**src/rtl/cache_line_mover_pkg.sv**
```systemverilog
// Shared types for the cache line mover: FSM state encoding and beat-count helper.
package cache_line_mover_pkg;

    typedef enum logic [3:0] {
        IDLE,
        WB_RD,
        WB_WAIT,
        WB_CMD,
        WB_DATA,
        FILL_CMD,
        FILL_DATA,
        FILL_WR,
        DONE
    } state_t;

    localparam int LINE_SIZE_DEF = 64;
    localparam int MEM_WIDTH_DEF = 64;

    typedef logic [LINE_SIZE_DEF-1:0][7:0] line_t;

    function automatic int calc_beats(input int line_size, input int mem_width);
        return (line_size * 8) / mem_width;
    endfunction

endpackage

```
**src/rtl/cache_line_mover_line_beat_buffer.sv**
```systemverilog
// Line-wide holding register: loaded whole from the data array or one memory beat at a time,
// and read out either whole (array write) or one beat at a time (memory write).
module cache_line_mover_line_beat_buffer #(
    parameter int LINE_SIZE = 64,
    parameter int MEM_WIDTH = 64,
    parameter int BEATS     = 8,
    parameter int IDX_W     = 3
) (
    input  logic                   clk,
    input  logic                   rst,
    input  logic                   load_all,
    input  logic [LINE_SIZE*8-1:0] load_data,
    input  logic                   beat_we,
    input  logic [IDX_W-1:0]       beat_idx,
    input  logic [MEM_WIDTH-1:0]   beat_wdata,
    output logic [MEM_WIDTH-1:0]   beat_rdata,
    output logic [LINE_SIZE*8-1:0] line_data
);

    // Beat i occupies bits [i*MEM_WIDTH +: MEM_WIDTH], matching byte k at [8k +: 8].
    logic [BEATS-1:0][MEM_WIDTH-1:0] line_q;

    always_ff @(posedge clk) begin
        if (rst) begin
            line_q <= '0;
        end else if (load_all) begin
            line_q <= load_data;
        end else if (beat_we) begin
            line_q[beat_idx] <= beat_wdata;
        end
    end

    assign beat_rdata = line_q[beat_idx];
    assign line_data  = line_q;

endmodule

```
**src/rtl/cache_line_mover.sv**
```systemverilog
// Moves whole cache lines between the data array and the memory port: optional victim
// writeback followed by a line fill, one request at a time.
//
// state     | meaning
// IDLE      | waiting for a controller request
// WB_RD     | one-cycle victim line read strobe to the array
// WB_WAIT   | array read data captured into the line buffer
// WB_CMD    | memory write command offered
// WB_DATA   | victim beats streamed to memory
// FILL_CMD  | memory read command offered
// FILL_DATA | fill beats assembled into the line buffer
// FILL_WR   | one-cycle line write strobe to the array
// DONE      | completion pulse, err valid
module cache_line_mover
    import cache_line_mover_pkg::*;
#(
    parameter int LINE_SIZE     = 64,
    parameter int NUM_SETS      = 64,
    parameter int ASSOCIATIVITY = 4,
    parameter int MEM_WIDTH     = 64,
    parameter int ADDR_WIDTH    = 32
) (
    input  logic                             clk,
    input  logic                             rst,
    input  logic                             req_valid,
    output logic                             req_ready,
    input  logic                             req_writeback,
    input  logic [$clog2(NUM_SETS)-1:0]      req_index,
    input  logic [$clog2(ASSOCIATIVITY)-1:0] req_way,
    input  logic [ADDR_WIDTH-1:0]            req_wb_addr,
    input  logic [ADDR_WIDTH-1:0]            req_fill_addr,
    output logic                             busy,
    output logic                             done,
    output logic                             err,
    output logic                             da_line_read_en,
    output logic                             da_line_write_en,
    output logic [$clog2(NUM_SETS)-1:0]      da_index,
    output logic [$clog2(ASSOCIATIVITY)-1:0] da_way,
    input  logic [LINE_SIZE*8-1:0]           da_line_read_data,
    output logic [LINE_SIZE*8-1:0]           da_line_write_data,
    output logic                             mem_cmd_valid,
    input  logic                             mem_cmd_ready,
    output logic                             mem_cmd_write,
    output logic [ADDR_WIDTH-1:0]            mem_cmd_addr,
    output logic                             mem_wdata_valid,
    input  logic                             mem_wdata_ready,
    output logic [MEM_WIDTH-1:0]             mem_wdata,
    output logic                             mem_wdata_last,
    input  logic                             mem_rdata_valid,
    output logic                             mem_rdata_ready,
    input  logic [MEM_WIDTH-1:0]             mem_rdata,
    input  logic                             mem_rdata_last
);

    localparam int BEATS = calc_beats(LINE_SIZE, MEM_WIDTH);
    localparam int IDX_W = (BEATS > 1) ? $clog2(BEATS) : 1;
    localparam int CNT_W = $clog2(BEATS) + 1;
    localparam int SET_W = $clog2(NUM_SETS);
    localparam int WAY_W = $clog2(ASSOCIATIVITY);
    localparam logic [CNT_W-1:0]      LAST_BEAT = CNT_W'(BEATS - 1);
    localparam logic [ADDR_WIDTH-1:0] ADDR_MASK = ~ADDR_WIDTH'(LINE_SIZE - 1);

    state_t                  state_q, state_d;
    logic [CNT_W-1:0]        beat_cnt_q;
    logic                    err_q;
    logic [SET_W-1:0]        index_q;
    logic [WAY_W-1:0]        way_q;
    logic [ADDR_WIDTH-1:0]   wb_addr_q, fill_addr_q;
    logic                    last_beat;
    logic                    req_fire, wbeat_fire, rbeat_fire;
    logic                    beat_entry;
    logic                    buf_load_all;
    logic [MEM_WIDTH-1:0]    beat_rdata;

    assign last_beat  = (beat_cnt_q == LAST_BEAT);
    assign req_fire   = req_valid & req_ready;
    assign wbeat_fire = mem_wdata_valid & mem_wdata_ready;
    assign rbeat_fire = mem_rdata_valid & mem_rdata_ready;
    assign beat_entry = ((state_d == WB_DATA)   && (state_q != WB_DATA)) ||
                        ((state_d == FILL_DATA) && (state_q != FILL_DATA));

    always_ff @(posedge clk) begin
        if (rst) begin
            state_q <= IDLE;
        end else begin
            state_q <= state_d;
        end
    end

    always_comb begin
        state_d = state_q;
        case (state_q)
            IDLE:      if (req_valid) state_d = req_writeback ? WB_RD : FILL_CMD;
            WB_RD:     state_d = WB_WAIT;
            WB_WAIT:   state_d = WB_CMD;
            WB_CMD:    if (mem_cmd_ready) state_d = WB_DATA;
            WB_DATA:   if (mem_wdata_ready && last_beat) state_d = FILL_CMD;
            FILL_CMD:  if (mem_cmd_ready) state_d = FILL_DATA;
            FILL_DATA: if (mem_rdata_valid && last_beat) state_d = FILL_WR;
            FILL_WR:   state_d = DONE;
            DONE:      state_d = IDLE;
            default:   state_d = IDLE;
        endcase
    end

    always_comb begin
        req_ready        = 1'b0;
        busy             = 1'b1;
        done             = 1'b0;
        err              = 1'b0;
        da_line_read_en  = 1'b0;
        da_line_write_en = 1'b0;
        mem_cmd_valid    = 1'b0;
        mem_cmd_write    = 1'b0;
        mem_cmd_addr     = '0;
        mem_wdata_valid  = 1'b0;
        mem_wdata        = '0;
        mem_wdata_last   = 1'b0;
        mem_rdata_ready  = 1'b0;
        buf_load_all     = 1'b0;
        case (state_q)
            IDLE: begin
                req_ready = 1'b1;
                busy      = 1'b0;
            end
            WB_RD:   da_line_read_en = 1'b1;
            WB_WAIT: buf_load_all = 1'b1;
            WB_CMD: begin
                mem_cmd_valid = 1'b1;
                mem_cmd_write = 1'b1;
                mem_cmd_addr  = wb_addr_q;
            end
            WB_DATA: begin
                mem_wdata_valid = 1'b1;
                mem_wdata       = beat_rdata;
                mem_wdata_last  = last_beat;
            end
            FILL_CMD: begin
                mem_cmd_valid = 1'b1;
                mem_cmd_addr  = fill_addr_q;
            end
            FILL_DATA: mem_rdata_ready = 1'b1;
            FILL_WR:   da_line_write_en = 1'b1;
            DONE: begin
                done = 1'b1;
                err  = err_q;
            end
            default: ;
        endcase
    end

    // Beat count alone ends a fill; rdata_last only feeds the framing error flag.
    always_ff @(posedge clk) begin
        if (rst) begin
            beat_cnt_q  <= '0;
            err_q       <= 1'b0;
            index_q     <= '0;
            way_q       <= '0;
            wb_addr_q   <= '0;
            fill_addr_q <= '0;
        end else begin
            if (req_fire) begin
                index_q     <= req_index;
                way_q       <= req_way;
                wb_addr_q   <= req_wb_addr & ADDR_MASK;
                fill_addr_q <= req_fill_addr & ADDR_MASK;
                err_q       <= 1'b0;
            end
            if (beat_entry) begin
                beat_cnt_q <= '0;
            end else if (wbeat_fire || rbeat_fire) begin
                beat_cnt_q <= beat_cnt_q + CNT_W'(1);
            end
            if (rbeat_fire && (mem_rdata_last != last_beat)) begin
                err_q <= 1'b1;
            end
        end
    end

    assign da_index = index_q;
    assign da_way   = way_q;

    cache_line_mover_line_beat_buffer #(
        .LINE_SIZE (LINE_SIZE),
        .MEM_WIDTH (MEM_WIDTH),
        .BEATS     (BEATS),
        .IDX_W     (IDX_W)
    ) u_line_buf (
        .clk        (clk),
        .rst        (rst),
        .load_all   (buf_load_all),
        .load_data  (da_line_read_data),
        .beat_we    (rbeat_fire),
        .beat_idx   (beat_cnt_q[IDX_W-1:0]),
        .beat_wdata (mem_rdata),
        .beat_rdata (beat_rdata),
        .line_data  (da_line_write_data)
    );

endmodule

```
**config.mk**
```make
export PLATFORM = sky130hd
export DESIGN_NAME = cache_line_mover
export DESIGN_NICKNAME = d
export VERILOG_FILES = /design/src/rtl/cache_line_mover_pkg.sv /design/src/rtl/cache_line_mover_line_beat_buffer.sv /design/src/rtl/cache_line_mover.sv
export SDC_FILE = /design/constraint.sdc
export NUM_CORES = 1
export LEC_CHECK = 0
export ABC_CLOCK_PERIOD_IN_PS = 2200
export CAP_MARGIN = 20
export CORE_AREA = 2 2 494 496
export DETAILED_ROUTE_END_ITERATION = 10
export DIE_AREA = 0 0 496 498
export MAX_ROUTING_LAYER = met4
export PLACE_DENSITY_LB_ADDON = 0.08
export SYNTH_ARGS = -nofsm -noshare
export SYNTH_HDL_FRONTEND = slang
export SYNTH_SLANG_ARGS = --single-unit
export TNS_END_PERCENT = 10
```
**constraint.sdc**
```tcl
create_clock -name clk -period 2.2 [get_ports clk]
set_input_delay 0.44 -clock clk [delete_from_list [all_inputs] [get_ports clk]]
set_output_delay 0.44 -clock clk [all_outputs]
set_load 0.01 [all_outputs]
```
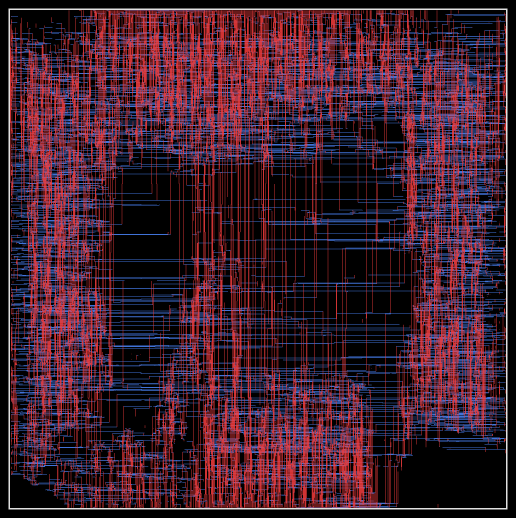
Run 1: wiring by layer
Drawn at 1 px/µm. Two of the layers only.
| colour | layer | wire length |
|---|---|---|
| red | M2 | 138 mm |
| blue | M1 | 116 mm |
drt total wl: 283000 µm
routed via count: 37.4k

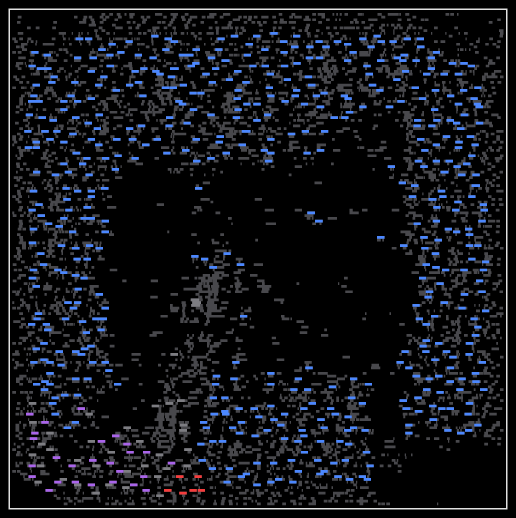
Run 1: register map, names as in the netlist
Drawn at 1 px/µm. Other sequential cells in the stronger grey, the rest of the logic in the fainter grey.
| colour | signal | placed flops |
|---|---|---|
| blue | u_line_buf.line_data | 512 |
| purple | fill_addr_q | 26 |
| red | da_index | 6 |
Seq. pwr: 0.0130 W
Seq/total area: 0.210

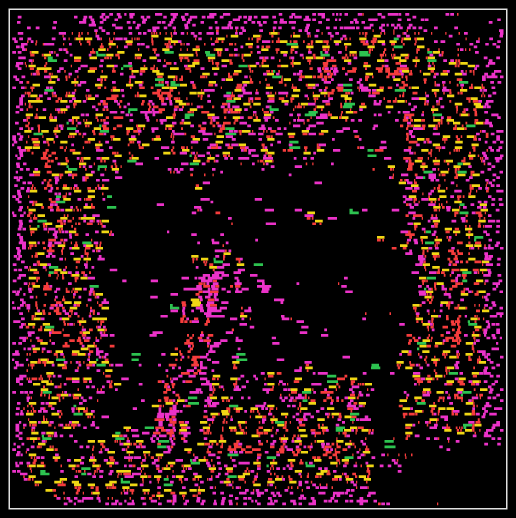
Run 1: placement by cell class
Drawn at 1 px/µm.
| colour | class | cells |
|---|---|---|
| magenta | remaining buffers and delay cells | 1987 |
| green | clock drivers and dummy loads | 156 |
| yellow | sequential cells | 581 |
| red | remaining logic cells | 2648 |
core footprint: 242000 µm²
Site Rows: 181
cell area after layout: 55500 µm²

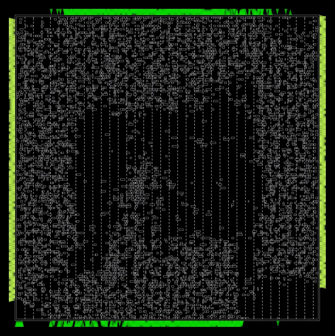
Run 1: placed standard cells
# Taps: 3202
final core occ: 0.230
Finished Layout Cells: 8625

-- run 1: layout by cell type, fill, tap and decap left out, types with 10 or more instances in the layout --
master              n
a2111oi_0          15
diode_2            51
clkdlybuf4s50_1  1119
a22oi_1           101
nor3_1            702
a2111oi_1          14
nor4_1            474
nand2_1           121
a22o_1             85
buf_6             137
buf_8              22
a31oi_2            27
a22oi_2            36
a21oi_1            61
clkbuf_16         102
buf_16             12
buf_12            181
a31oi_1            23
nor2_1            802
buf_2              52
nor4_2             10
buf_4             414
nor3_4             13
dfxtp_1           561
clkbuf_8           20
a31oi_4            10
clkbuf_1           18
dfxtp_2            14
bufinv_16          11
a221oi_2           49
dlymetal6s2s_1     35
-- run 1: worst max-delay path: cells and delay by family, from the launching register on --
kind	cells	cell delay (ns)
AND-OR/OR-AND	2	0.30
buffers and inverters	8	1.06
flip-flops	1	0.36
AND/OR/NAND/NOR	1	0.21
-- run 1: sequential cells by signal, summed over array words and instances, names as in the netlist --
name / flops
beat_cnt_q: 4
da_way: 2
err_q: 1
da_index: 6
u_line_buf.line_data: 512
wb_addr_q: 26
fill_addr_q: 26
state_q: 4
-- run 1: final cells by class --
class                      count  area share
clock buffer                 128      0.0467
inverter                       2    0.000180
sequential                   581       0.210
clock inverter                28     0.00870
timing repair buffer        1987       0.381
multi-input combinational   2646       0.278
antenna                       51     0.00230
tap                         3202      0.0722
-- run 1: worst max path at each step --
stage	from	to	slack, ns	depth (start not counted)
after floorplan	beat_cnt_q[1]$_SDFFE_PP0P_	mem_wdata[44]	0.003	7
after global placement	beat_cnt_q[0]$_SDFFE_PP0P_	mem_wdata[27]	-0.94	8
after detailed placement	beat_cnt_q[0]$_SDFFE_PP0P_	mem_wdata[27]	-0.93	8
after CTS	beat_cnt_q[0]$_SDFFE_PP0P_	mem_wdata[26]	-1.06	10
after global routing	beat_cnt_q[0]$_SDFFE_PP0P_	mem_wdata[26]	-1.08	10
final	beat_cnt_q[0]$_SDFFE_PP0P_	mem_wdata[30]	-0.94	11
-- run 1: cell families after synthesis --
family | after synthesis | synth area share
and+or+nand+nor | 2189 | 0.383
DFF | 581 | 0.422
buffers and inverters | 466 | 0.0715
AOI/OAI and AO/OA | 443 | 0.121
xor gates and xnor gates | 4 | 0.00127
muxes | 3 | 0.00109
adders and majority gates | 1 | 0.000454
other | 1 | 0.000136
-- run 1: per-layer routing --
layer	up-vias	wire, µm
li1	16900	-
met1	18800	116000
met2	1499	138000
met3	320	19300
met4	0	9470
met5	-	0
-- run 1: power by group through the flow --
stage / combinational [W] / sequential [W] / clock (W)
global route: 0.0108 / 0.0131 / 0.0166
global placement: 0.00960 / 0.0132 / 0
detailed placement: 0.00961 / 0.0132 / 0
finish: 0.0102 / 0.0130 / 0.0158
floorplan: 0.00299 / 0.0129 / 0
CTS: 0.00990 / 0.0130 / 0.0163
-- run 1: through the flow --
step | setup WS, ns | power [W]
after floorplan | 0.00288 | 0.0159
after global placement | -0.936 | 0.0228
after detailed placement | -0.930 | 0.0228
after CTS | -1.06 | 0.0392
after global routing | -1.08 | 0.0405
final | -0.935 | 0.0390
==> impl_metrics.yaml, run 1 <==
# implementation run metrics
sta:
  fin_ws_ns: -0.935
  fin_tns_setup_ns: -99.95
  max_slew_margin: 0.460
  final-setup-viol-count: 527
power:
  powerDensity_nw_per_um2: 702
  ir_drop_mv: 0.556
  share_seq_of_total_power: 0.334
  swShare: 0.330
  p_clk_frac: 0.405
  p_comb_frac: 0.261
synth:
  synth_flops: 581
  ys_warn_count: 0
  yosysTopAreaCell: "dfxtp_1"
  syn-mean-instance-area_um2: 7.47
  synth_top_cell_by_count: "nor2_1"
  ys_seq_share: 0.422
  synth-edff-count: 0
  synth_area_um2: 27600
die:
  die_y_um: 498
  pin_count: 1283
worst_setup_path:
  crit_slowest_cell: "dfxtp_4"
  worstPathArrival_ns: 2.70
  critPathLaunchType: "flop"
  crit_path_max_fanout: 6
  max_stage_delay_ns: 0.36
  r2r_start: "beat_cnt_q[0]$_SDFFE_PP0P_"
  critPathRequiredTime_ns: 1.76
  r2r_end: "u_line_buf.line_data[46]$_SDFFE_PP0P_"
clocking:
  clk_pin_slew_worst_paths_ns: 0.06
  cts_tree: "done"
  cts_hold_buf: 0
  cts_root_buf: "clkbuf_16"
  clock_path_buffers: 3
hold_path:
  hold_end: "u_line_buf.line_data[209]$_SDFFE_PP0P_"
  hold_start: "rst"
final_layout:
  area_growth_pct: 102
  comb_area_um2: 15500
  drive_above_1_share: 0.224
routing:
  wl_per_cell_um: 32.8
placement:
  place_congestion: 0.854
  dpl.hpwl_um: 213000
grt:
  track_usage: 0.221
  met1_usage: 0.258
  grt_pass1_wl_um: 364000
outcome:
  status: "finished with violations"
  violations: "negative setup slack"
Run 1, the metal 3 layer:
Drawn at 1 px/µm.
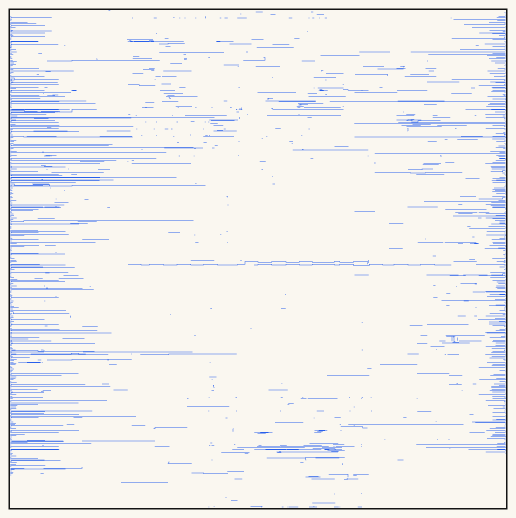

==> run 2, diff against run 1 <==
SETUP_SLACK_MARGIN = 0.1   (was default)
SKIP_CTS_REPAIR_TIMING = 1   (was default)
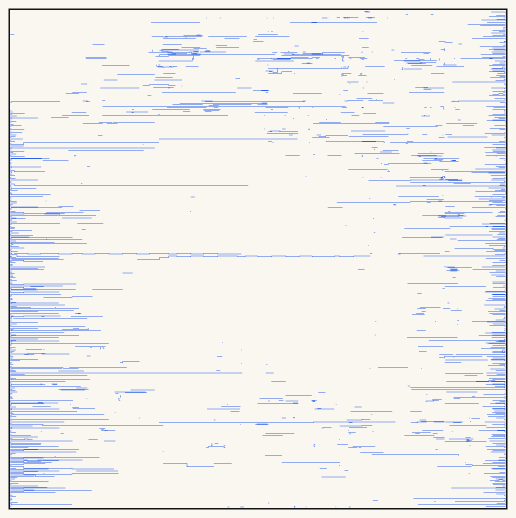
Run 2: the metal 3 layer
Drawn at 1 px/µm.
longest straight run: 243 µm
wire length on this layer: 20.6 mm
main direction: horizontal
share of all routed wire: 7.0%
routed via count: 37.8k
routing usage on met3: 0.0500

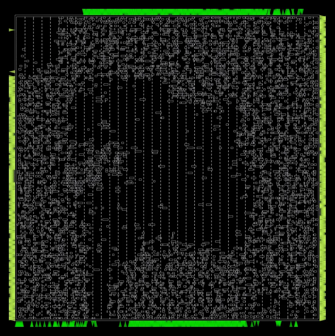
Run 2: placed standard cells
Finished Layout Cells: 8595
final core occ: 0.228
flip-flops: 581

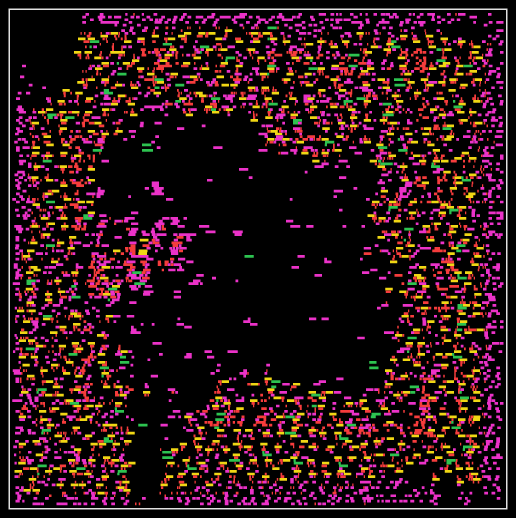
Run 2: placement by cell class
Drawn at 1 px/µm.
| colour | class | cells |
|---|---|---|
| magenta | remaining buffers and delay cells | 1972 |
| yellow | sequential cells | 581 |
| red | remaining logic cells | 2648 |
| green | clock drivers and dummy loads | 157 |
Seq/total area: 0.211
cell area after layout: 55300 µm²

==> run 2 against run 1 <==
Compared with the run above: the flow still finishes with violations (negative setup slack); clock skew fell by 0.0051 ns; hold slack got worse by 0.068 ns; fmax fell by 2.2%; global-route usage barely moved; sequential share of layout area rose by 0.069 points; critical endpoint is now mem_wdata[48]; highest routed layer unchanged.
==> impl_metrics.yaml, run 2 <==
# implementation run metrics
final_layout:
  fin_nets: 5948
  largest_reg_flops: 512
  area_growth_pct: 101
  lay_top_cells: "1157 x clkdlybuf4s50_1, 804 x nor2_1, 713 x nor3_1"
  lay_top_count: "clkdlybuf4s50_1"
  drive_above_1_share: 0.209
synth:
  synth_flops: 581
  syn-mean-instance-area_um2: 7.47
  ys_sh_adder: 0.000454
  synthSimpleGateAreaFrac: 0.383
  yosysTopAreaCell: "dfxtp_1"
  compound_area_frac: 0.121
  ys_seq_share: 0.422
  synthXorXnorAreaFrac: 0.00127
  mux_share: 0.00109
  synth_top_cell_by_count: "nor2_1"
  synth-edff-count: 0
  synth_area_um2: 27600
worst_setup_path:
  worstPathArrival_ns: 2.76
  critPathLaunchType: "flop"
  critPathRequiredTime_ns: 1.76
  crit_path_max_fanout: 10
routing:
  wl_per_cell_um: 34.1
  totalWireLength_um: 293000
sta:
  max_slew_margin: 0.550
  fin_ws_ns: -1.00
  fin_tns_setup_ns: -101.76
  final-setup-viol-count: 509
placement:
  place_congestion: 0.849
  dpl.hpwl_um: 217000
  preCtsSetupSlack_ns: -1.32
clocking:
  cts_root_buf: "clkbuf_16"
  clk_pin_slew_worst_paths_ns: 0.06
  cts_tree: "done"
power:
  ir_drop_mv: 0.507
  finalPower_w: 0.0380
outcome:
  status: "finished with violations"
  violations: "negative setup slack"
die:
  pin_count: 1283
  core_area_um2: 242000
  rows: 181
  die_y_um: 498
grt:
  grt_pass1_wl_um: 363000
  track_usage: 0.222
-- run 2: critical path: stages, from the launching register on --
cell	delay [ns]
dfxtp_4	0.40
buf_6	0.13
nor3_2	0.04
buf_6	0.14
buf_16	0.16
buf_12	0.17
a22o_1	0.25
a221oi_4	0.24
a31oi_4	0.20
buf_6	0.17
buf_12	0.11
-- run 2: logic make-up after synthesis --
group	after synthesis
DFF	581
buffers and inverters	466
xor gates and xnor gates	4
AOI/OAI and AO/OA	443
adders and majority gates	1
other	1
muxes	3
and+or+nand+nor	2189
-- run 2: layout make-up --
class,count,area (µm²)
flip-flops and latches,581,11700
inverters,2,10.0
fillers,26800,187000
repair buffers,1972,21400
clock inverters,21,325
diodes,35,87.6
well taps,3202,4010
clock buffers,136,2580
multi-input cells,2646,15200
-- run 2: metrics by stage --
| stage | cell area, µm² | instances |
|---|---|---|
| after global placement | 48200 | 8220 |
| after floorplan | 27600 | 3693 |
| after detailed placement | 48200 | 8220 |
| after global routing | 55200 | 8591 |
| final | 55300 | 8595 |
| after CTS | 51100 | 8377 |
-- run 2: worst paths after layout --
check,endpoint,cells after the start,slack [ns],startpoint
worst min register to register,fill_addr_q[23]$_SDFFE_PP0P_,2,0.45,fill_addr_q[23]$_SDFFE_PP0P_
worst max register to register,u_line_buf.line_data[307]$_SDFFE_PP0P_,12,-0.29,beat_cnt_q[1]$_SDFFE_PP0P_
worst max-delay path,mem_wdata[48],10,-1.00,beat_cnt_q[1]$_SDFFE_PP0P_
worst min-delay path,u_line_buf.line_data[156]$_SDFFE_PP0P_,2,0.18,rst
-- run 2: per-layer routing --
layer  share of wire  routed length, µm
met2            0.47             138000
met5               0                  0
met3           0.070              20600
met4           0.030               8730
met1            0.43             126000
-- run 2: where the power goes --
group | leakage, nW | internal, W | switching, W
sequential | 4.74 | 0.0116 | 0.00143
clock | 1.43 | 0.00877 | 0.00616
combinational | 13.8 | 0.00500 | 0.00509
total | 19.9 | 0.0253 | 0.0127
Power is estimated from default activity; no workload was simulated.
